Fig. 1: port wiring
Scale: 8 px per um.
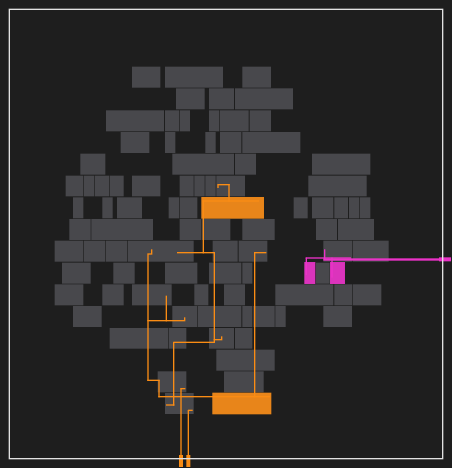
Fig. 2: logic cells by family
Scale: 6 px per um.
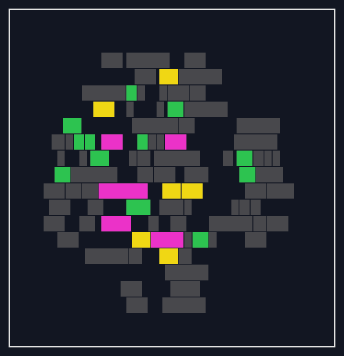
Fig. 3: register map, names as in the netlist
Scale: 4 px per um.
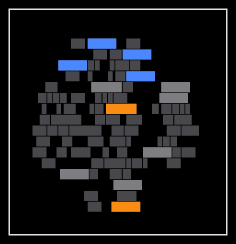
Fig. 4: clock routing
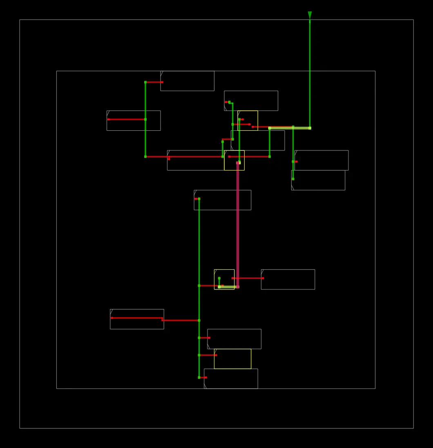
--- src/rtl/mux_sched_pkg.sv ---
// Shared types and helpers for the mux select scheduler.
// Channel count, select width, FSM states and one-hot decode.
package mux_sched_pkg;

    localparam int NCH   = 4;
    localparam int SEL_W = 2;

    typedef enum logic {
        IDLE,
        GRANT
    } sched_state_t;

    function automatic logic [NCH-1:0] onehot4(input logic [SEL_W-1:0] s);
        onehot4 = 4'b0001 << s;
    endfunction

endpackage

--- src/rtl/rr_next_pick.sv ---
// Round-robin channel picker: first requester after last_ptr wins.
// The channel at last_ptr itself is searched last.
module rr_next_pick
    import mux_sched_pkg::*;
(
    input  logic [NCH-1:0]   req,
    input  logic [SEL_W-1:0] last_ptr,
    output logic [SEL_W-1:0] pick,
    output logic             any
);

    logic [SEL_W-1:0] idx;

    // Walk from farthest to nearest so the nearest requester overwrites.
    always_comb begin
        pick = last_ptr;
        idx  = last_ptr;
        any  = |req;
        for (int k = NCH - 1; k >= 0; k--) begin
            idx = last_ptr + SEL_W'(k + 1);
            if (req[idx]) begin
                pick = idx;
            end
        end
    end

endmodule

--- src/rtl/mux_sel_scheduler.sv ---
// Round-robin select generator for the 4:1 data mux.
// Holds each grant for DWELL accepted beats or until the request drops.
module mux_sel_scheduler
    import mux_sched_pkg::*;
#(
    parameter int DWELL = 4
) (
    input  logic             clk,
    input  logic             rst,
    input  logic [NCH-1:0]   req,
    input  logic             ready,
    output logic [SEL_W-1:0] sel,
    output logic [NCH-1:0]   grant,
    output logic             valid,
    output logic             last_beat
);

    localparam int CNT_W = (DWELL > 1) ? $clog2(DWELL) : 1;
    localparam logic [CNT_W-1:0] DWELL_M1 = CNT_W'(DWELL - 1);

    sched_state_t     state, state_n;
    logic [SEL_W-1:0] sel_n;
    logic [NCH-1:0]   grant_n;
    logic             valid_n;
    logic [CNT_W-1:0] count, count_n;
    logic [SEL_W-1:0] last_ptr, last_ptr_n;

    logic [SEL_W-1:0] ptr;
    logic [SEL_W-1:0] pick;
    logic             any;
    logic             accept;
    logic             release_g;

    // While granted, the current channel becomes the pointer on release.
    assign ptr = (state == GRANT) ? sel : last_ptr;

    rr_next_pick u_pick (
        .req      (req),
        .last_ptr (ptr),
        .pick     (pick),
        .any      (any)
    );

    assign accept    = valid && ready;
    assign release_g = (accept && (count == '0)) || !req[sel];
    assign last_beat = valid && (count == '0);

    always_comb begin
        state_n    = state;
        sel_n      = sel;
        grant_n    = grant;
        valid_n    = valid;
        count_n    = count;
        last_ptr_n = last_ptr;
        unique case (state)
            IDLE: begin
                if (any) begin
                    state_n = GRANT;
                    sel_n   = pick;
                    grant_n = onehot4(pick);
                    valid_n = 1'b1;
                    count_n = DWELL_M1;
                end
            end
            GRANT: begin
                if (release_g) begin
                    last_ptr_n = sel;
                    if (any) begin
                        sel_n   = pick;
                        grant_n = onehot4(pick);
                        count_n = DWELL_M1;
                    end else begin
                        state_n = IDLE;
                        grant_n = '0;
                        valid_n = 1'b0;
                    end
                end else if (accept) begin
                    count_n = count - CNT_W'(1);
                end
            end
            default: begin
                state_n = IDLE;
            end
        endcase
    end

    always_ff @(posedge clk) begin
        if (rst) begin
            state    <= IDLE;
            sel      <= '0;
            grant    <= '0;
            valid    <= 1'b0;
            count    <= '0;
            last_ptr <= SEL_W'(NCH - 1);
        end else begin
            state    <= state_n;
            sel      <= sel_n;
            grant    <= grant_n;
            valid    <= valid_n;
            count    <= count_n;
            last_ptr <= last_ptr_n;
        end
    end

endmodule

--- config.mk ---
export PLATFORM = sky130hd
export DESIGN_NAME = mux_sel_scheduler
export DESIGN_NICKNAME = d
export VERILOG_FILES = /design/src/rtl/mux_sched_pkg.sv /design/src/rtl/rr_next_pick.sv /design/src/rtl/mux_sel_scheduler.sv
export SDC_FILE = /design/constraint.sdc
export NUM_CORES = 1
export LEC_CHECK = 0
export ABC_CLOCK_PERIOD_IN_PS = 1990
export CAP_MARGIN = 15
export CORE_AREA = 5 5 49 51
export DETAILED_ROUTE_END_ITERATION = 12
export DIE_AREA = 0 0 54 56
export HOLD_SLACK_MARGIN = 0.05
export PLACE_DENSITY = 0.6
export SETUP_SLACK_MARGIN = 0.2
export SYNTH_ARGS = -nofsm -noshare
export SYNTH_HDL_FRONTEND = slang
export SYNTH_SLANG_ARGS = --single-unit
--- constraint.sdc ---
create_clock -name clk -period 1.99 [get_ports clk]
set_input_delay 0.199 -clock clk [delete_from_list [all_inputs] [get_ports clk]]
set_output_delay 0.199 -clock clk [all_outputs]
set_load 0.01 [all_outputs]
==> run_results.csv <==
group,metric,value,unit
routing,post_drt_wl_per_cell,11.3,um
logic_synthesis,edf_count,0,
outcome,status,"finished clean",
routing,drc,0,
sta,period_minus_slack,1.68,ns
critical_path,critPathCaptureType,"flop",
critical_path,critPathLaunchType,"flop",
placement,placed_cells,112,
sta,worst_slew_pin_slew,0.691,ns
hold_path,holdPathStages,2,
die,initial_core_util,33.7,%
routing,viasPerCell,4.91,
power,p_int,0.000505,W
layout,drive_above_1_share,22.5,%
logic_synthesis,netlist_area,641,um2
grt,met1_usage,12.2,%
logic_synthesis,top_area_share,37.5,%
logic_synthesis,xor_share,0,%
logic_synthesis,ys_area,641,um2
grt,grt_usage,9.65,%
sta,setup_ws,0.312,ns
logic_synthesis,synthTopCellsByArea,"dfxtp_1, mux2i_1, nand2_1",
routing,drt-initial-drc-count,9,
die,rows,16,
critical_path,r2r_slack,0.31,ns
critical_path,crit_path_end,"sel[0]",
routing,vias,569,
routing,dr.max_layer_used,"met4",
grt,grt_pass1_wl,2.15,mm
power,p_leak,0.352,nW
grt,busiest_layer,"met2",
power,power.group.top,"registers",
power,powerDensity,806,mW/mm2
routing,wl_met1,576,um
About Fig. 1:
[`ready`] magenta | direction: input | edge: right | end cells: 2 | buffers: 1 | wire: 25.6 um
[`sel`] orange | direction: output | edge: bottom | end cells: 2 | buffers: 2 | wire: 124 um
port buffer count: 14
I/O pin count: 15

About Fig. 2:
[non-inverting ao/oa cells] yellow | cells: 6
[aoi and oai cells] green | cells: 12
[mux cells] magenta | cells: 5
combinational share of cell area: 43.7%
most numerous logic cell after layout: clkdlybuf4s50_1
final instance count without filler cells: 116

About Fig. 3:
[`sel`] orange | sequential cells: 2
[`grant`] blue | sequential cells: 4 | where: top center
not colored: 6
FF/Latch Area: 243 um2
final core occ: 46.7%

About Fig. 4:
clock latency on the worst-skew pair: 0.27 ns
CTS buffer count: 3
registers: 12
Clock Skew: 0.00131 ns

worst max-delay path, stage by stage, from the launching register on:
cell	delay [ns]
dfxtp_2	0.43
mux2_4	0.36
and2_1	0.14
o21ai_1	0.12
o311ai_1	0.21
o31a_1	0.31
layout make-up:
type	instances	area [um2]	share of cell area [%]
tap	27	33.8	3.80
sequential	12	243	27.3
inverter	2	7.51	0.845
clock buffer	4	36.3	4.08
multi-input combinational	52	388	43.7
timing repair buffer	19	180	20.3
stage by stage:
step,hold slack (ns),cell area (um2)
6_report,0.452,888
5_1_grt,0.484,888
4_1_cts,0.456,880
3_5_place_dp,0.444,843
3_3_place_gp,0.436,843
2_1_floorplan,0.376,641
registers in the layout (all words and copies together), names as in the netlist:
name,cells
last_ptr,2
valid,1
grant,4
state,1
sel,2
count,2
Power and IR drop assume default switching activity.
